Fig. 1: clock wires, drivers and flops
(3 px per um)
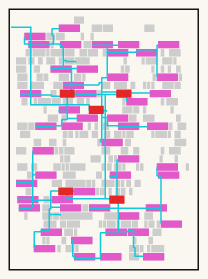
Fig. 2: clock nets
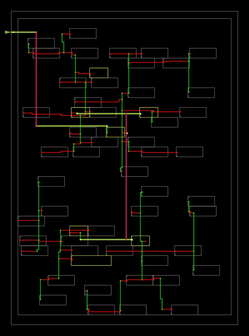
Fig. 3: routed metal, one colour a layer
(6 px per um)
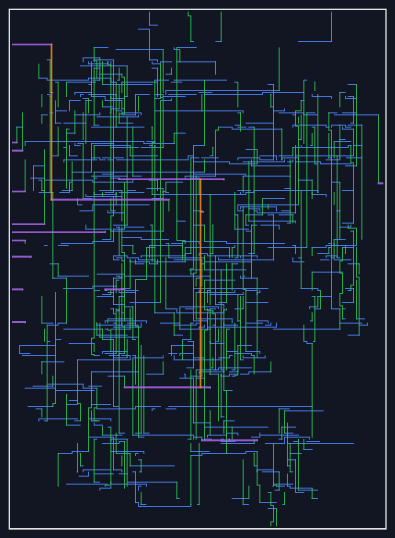
**src/rtl/pedagio_sensor_front.sv**
```systemverilog
// pedagio_sensor_front
//   Lane sensor front-end for the toll accumulator. Conditions the raw loop,
//   treadle and scale inputs, counts axles and tracks peak weight while a
//   vehicle sits on the loop, then reports an encoded EIXOS/PESO pair with a
//   READY pulse once the vehicle has left.
// Ports
//   CLOCK_50   in   system clock, rising edge
//   RESET      in   synchronous, active-high reset
//   LOOP_RAW   in   presence loop, async + bouncing (1 = vehicle present)
//   AXLE_RAW   in   treadle, async + bouncing (1 = wheel on treadle)
//   WEIGHT_IN  in   [3:0] scale reading in tonnes, async slow bus
//   EIXOS      out  [1:0] axle code 00=2, 01=3, 10=4, 11=5+
//   PESO       out  [3:0] peak weight of last reported vehicle
//   READY      out  high for READY_CYCLES per valid vehicle
//   FAULT      out  one-cycle pulse on a rejected vehicle
//   BUSY       out  high whenever the FSM is not idle

// Two-flop synchronizer followed by a counting debouncer. The count tracks
// consecutive synchronized samples that disagree with the current debounced
// level; a single agreeing sample restarts it.
module pedagio_debounce #(
  parameter int unsigned CYCLES = 16
) (
  input  logic clk_i,
  input  logic rst_i,
  input  logic raw_i,
  output logic deb_o
);
  localparam int unsigned CW = (CYCLES > 1) ? $clog2(CYCLES) : 1;

  logic          sync1_q, sync2_q, deb_q;
  logic [CW-1:0] cnt_q;

  always_ff @(posedge clk_i) begin
    if (rst_i) begin
      sync1_q <= 1'b0;
      sync2_q <= 1'b0;
      deb_q   <= 1'b0;
      cnt_q   <= '0;
    end else begin
      sync1_q <= raw_i;
      sync2_q <= sync1_q;
      if (sync2_q == deb_q) begin
        cnt_q <= '0;
      end else if (cnt_q == CW'(CYCLES - 1)) begin
        deb_q <= sync2_q;
        cnt_q <= '0;
      end else begin
        cnt_q <= cnt_q + CW'(1);
      end
    end
  end

  assign deb_o = deb_q;
endmodule

module pedagio_sensor_front #(
  parameter int unsigned DEBOUNCE_CYCLES = 16,
  parameter int unsigned READY_CYCLES    = 4,
  parameter int unsigned TIMEOUT_CYCLES  = 1024
) (
  input  logic       CLOCK_50,
  input  logic       RESET,
  input  logic       LOOP_RAW,
  input  logic       AXLE_RAW,
  input  logic [3:0] WEIGHT_IN,
  output logic [1:0] EIXOS,
  output logic [3:0] PESO,
  output logic       READY,
  output logic       FAULT,
  output logic       BUSY
);
  localparam int unsigned TW = (TIMEOUT_CYCLES > 1) ? $clog2(TIMEOUT_CYCLES) : 1;
  localparam int unsigned RW = $clog2(READY_CYCLES + 1);

  typedef enum logic [1:0] {S_IDLE, S_MEASURE, S_REPORT, S_WAIT_CLEAR} state_t;

  // Conditioned inputs: index 0 = loop, 1 = axle
  logic [1:0] raw, deb;
  assign raw = {AXLE_RAW, LOOP_RAW};

  for (genvar g = 0; g < 2; g++) begin : g_db
    pedagio_debounce #(.CYCLES(DEBOUNCE_CYCLES)) u_db (
      .clk_i (CLOCK_50),
      .rst_i (RESET),
      .raw_i (raw[g]),
      .deb_o (deb[g])
    );
  end

  logic loop_deb, axle_deb;
  assign loop_deb = deb[0];
  assign axle_deb = deb[1];

  state_t        state_q, state_d;
  logic          axle_prev_q;
  logic [3:0]    wgt_q;
  logic [2:0]    cnt_q, cnt_d;
  logic [3:0]    peak_q, peak_d;
  logic [TW-1:0] timer_q, timer_d;
  logic [RW-1:0] rcnt_q, rcnt_d;
  logic [1:0]    eixos_q, eixos_d;
  logic [3:0]    peso_q, peso_d;
  logic          ready_q, ready_d;
  logic          fault_q, fault_d;
  logic          busy_q;

  logic       axle_edge;
  logic [2:0] cnt_inc, cnt_cap;
  logic [3:0] peak_max;

  assign axle_edge = axle_deb & ~axle_prev_q;
  // An axle edge on the falling-loop cycle must be counted before evaluation
  assign cnt_inc   = (axle_edge && cnt_q != 3'd7) ? cnt_q + 3'd1 : cnt_q;
  assign cnt_cap   = (cnt_inc > 3'd5) ? 3'd5 : cnt_inc;
  assign peak_max  = (wgt_q > peak_q) ? wgt_q : peak_q;

  always_comb begin
    state_d = state_q;
    cnt_d   = cnt_q;
    peak_d  = peak_q;
    timer_d = timer_q;
    rcnt_d  = rcnt_q;
    eixos_d = eixos_q;
    peso_d  = peso_q;
    ready_d = 1'b0;
    fault_d = 1'b0;
    unique case (state_q)
      S_IDLE: begin
        if (loop_deb) begin
          state_d = S_MEASURE;
          cnt_d   = '0;
          peak_d  = '0;
          timer_d = '0;
        end
      end
      S_MEASURE: begin
        cnt_d   = cnt_inc;
        peak_d  = peak_max;
        timer_d = timer_q + TW'(1);
        if (!loop_deb) begin
          if (cnt_inc >= 3'd2) begin
            state_d = S_REPORT;
            eixos_d = 2'(cnt_cap - 3'd2);
            peso_d  = peak_max;
            rcnt_d  = '0;
          end else begin
            state_d = S_IDLE;
            fault_d = 1'b1;
          end
        end else if (timer_q == TW'(TIMEOUT_CYCLES - 1)) begin
          state_d = S_WAIT_CLEAR;
          fault_d = 1'b1;
        end
      end
      S_REPORT: begin
        // READY rises one cycle after entry so EIXOS/PESO settle first;
        // the final cycle drops READY while returning to IDLE.
        if (rcnt_q == RW'(READY_CYCLES)) begin
          state_d = S_IDLE;
        end else begin
          ready_d = 1'b1;
          rcnt_d  = rcnt_q + RW'(1);
        end
      end
      S_WAIT_CLEAR: begin
        if (!loop_deb) state_d = S_IDLE;
      end
      default: state_d = S_IDLE;
    endcase
  end

  always_ff @(posedge CLOCK_50) begin
    if (RESET) begin
      state_q     <= S_IDLE;
      axle_prev_q <= 1'b0;
      wgt_q       <= '0;
      cnt_q       <= '0;
      peak_q      <= '0;
      timer_q     <= '0;
      rcnt_q      <= '0;
      eixos_q     <= '0;
      peso_q      <= '0;
      ready_q     <= 1'b0;
      fault_q     <= 1'b0;
      busy_q      <= 1'b0;
    end else begin
      state_q     <= state_d;
      axle_prev_q <= axle_deb;
      wgt_q       <= WEIGHT_IN;
      cnt_q       <= cnt_d;
      peak_q      <= peak_d;
      timer_q     <= timer_d;
      rcnt_q      <= rcnt_d;
      eixos_q     <= eixos_d;
      peso_q      <= peso_d;
      ready_q     <= ready_d;
      fault_q     <= fault_d;
      busy_q      <= (state_d != S_IDLE);
    end
  end

  assign EIXOS = eixos_q;
  assign PESO  = peso_q;
  assign READY = ready_q;
  assign FAULT = fault_q;
  assign BUSY  = busy_q;
endmodule

```
**config.mk**
```make
export PLATFORM = sky130hd
export DESIGN_NAME = pedagio_sensor_front
export DESIGN_NICKNAME = d
export VERILOG_FILES = /design/src/rtl/pedagio_sensor_front.sv
export SDC_FILE = /design/constraint.sdc
export NUM_CORES = 1
export LEC_CHECK = 0
export CORE_ASPECT_RATIO = 1.4
export CORE_MARGIN = 1.5
export CORE_UTILIZATION = 43
export CTS_CLUSTER_DIAMETER = 200
export DETAILED_ROUTE_END_ITERATION = 16
export GPL_ROUTABILITY_DRIVEN = 0
export PLACE_DENSITY_LB_ADDON = 0.12
export SYNTH_ARGS = -nofsm -noshare
export SYNTH_HDL_FRONTEND = slang
export SYNTH_SLANG_ARGS = --single-unit
```
**constraint.sdc**
```tcl
create_clock -name CLOCK_50 -period 4.2 [get_ports CLOCK_50]
set_input_delay 0.84 -clock CLOCK_50 [delete_from_list [all_inputs] [get_ports CLOCK_50]]
set_output_delay 0.84 -clock CLOCK_50 [all_outputs]
set_load 0.02 [all_outputs]
```
==> changes_impl.md <==
### Changed

* Async set-or-reset flop fraction in the synthesized netlist at 0
* Startpoint of the lowest-slack hold path: g_db[0].u_db.sync1_q
* Ys flop type: dfxtp_1
* Number of nets with antenna violations after detailed routing at 0
* Levels on crit path at 7
* Number of hold-repair buffers added at the cts stage at 0
* Post-placement setup slack at between 1.5 and 2 ns
* Leading cell types by count after synthesis: dfxtp_1, nor2_1, nand2_1
* Area enclosed by the die boundary at about 5400 um^2
* Count of warning messages emitted by the tools at 27
* Crit path launch: cnt_q[0]
* Uppermost metal layer occupied by signal nets: met4
* Maximum number of pins on one net before global-route repair at 20
* Die extent in y at ~86 um
* Transition time at the pin with the least slew margin at approximately 0.70 ns
* Worst Path Required at 4.40 ns
* Register with the most flip-flops: timer_q
* Non-clock buffer instance count of the final layout at 18
* R2R cell count at 7
* Worst-case setup margin in the final layout at between 1.5 and 2 ns
* Remaining global-route overflow at 0
* Non-clock buffer contribution to total cell area at 0.07078
* Power drawn by the sequential cells at roughly 0.00048 W
* Fraction of met3 tracks used by global routing at 0.03377
* H-Tree Depth at 2
* CTS tree: built
* Number of remaining DRC errors at 0
* Cell class with the largest area share: combinational gates
* Run status: complete, no violations
* Most area-hungry cell type in the Yosys netlist: dfxtp_1
* Vias in the first global route at 1,518
* Std-Cell Core Area at roughly 4800 um^2
* Share of the clock period used by the worst path at 0.6251
* Worst hold-check path type: reg -> reg
* GR Layer Usage met1 at 0.1774
* Setup fix buffers added after clock tree synthesis at 0
* Area share of the largest cell type after synthesis at 0.4692
* Total cell area reported by yosys after synthesis at between 2000 and 2500 um^2
* Worst reg2reg endpoint: rcnt_q[0]
* Count of final hold-check violations at 0
* Proportion of synthesized chip area in sequential cells at 0.4692
* Post-synthesis share of cell area spent on and-or and or-and gates at 0.1132
* Register-to-register setup slack at roughly 1.6 ns
* Unrepaired setup endpoints after global routing: no
* Global-route wire length before repair at 6651 um
* Syn avg cell area at 9.316 um^2
* Non-clock inverter total of the final layout at 9
* Relative slew slack at 0.5302
* Yosys warnings at 0
* Post-cts repair resize count at 0
* Ports at 17
* CP Capture Type: register
* Worst flop-to-flop path startpoint: cnt_q[0]
* Number of setup violations in the final report at 0
* Largest family of logic cells by area: simple AND/OR/NAND/NOR gates
* Worst ir drop on vdd at around 250 uV
* Sink of the worst hold path: g_db[0].u_db.sync2_q
* Number of synthesized flops with an enable pin at 0
* Total power at 0.0008499 W
* Met2 capacity usage during global routing at 0.2805
* Post-Route Utilization at 0.5151
* Switching Fraction at 0.1947
* Detail Route met2 WL at 1907 um
* Net count, final at 267
* Count of fill cells added during filler insertion at 505
* Smallest hold slack at 0.4308 ns
* Placed instance count at 305
* Element type at the critical path start: register
* Worst hold stages at 1
* Logic power comb at 0.0000314 W
* Total length of routed met3 wires at 104 um
* Total count of max-transition violations in the final report at 0
-- Fig. 1 (at the start) --
[flip-flops] magenta | count: 50
[clock wires] cyan | length: 554 um
[clock drivers] red | count: 5
routed clock nets: 6
flops lie: spread over the die
post-route clock skew: 0.009217 ns
Clk network pwr share: 0.398
Late-Pin Clk Latency: 0.30 ns

-- Fig. 2 (at the start) --
power dissipated in the clock network: 0.000338 W
FF+latch count: 50
TritonCTS sink count: 50
TritonCTS buffer count: 5
clock buffer instance count of the final layout: 6

-- Fig. 3 (at the start) --
[metal 3] purple | wire length: 105 um
[metal 2] green | wire length: 1,910 um
[metal 4] orange | wire length: 60.5 um
[metal 1] blue | wire length: 1,690 um
GR Util All Layers: 0.1540
mean routed wirelength per cell: 12.05 um
via count: 1,565
Final Routed Wirelength: 3760 um

Power is estimated from default activity; no workload was simulated.
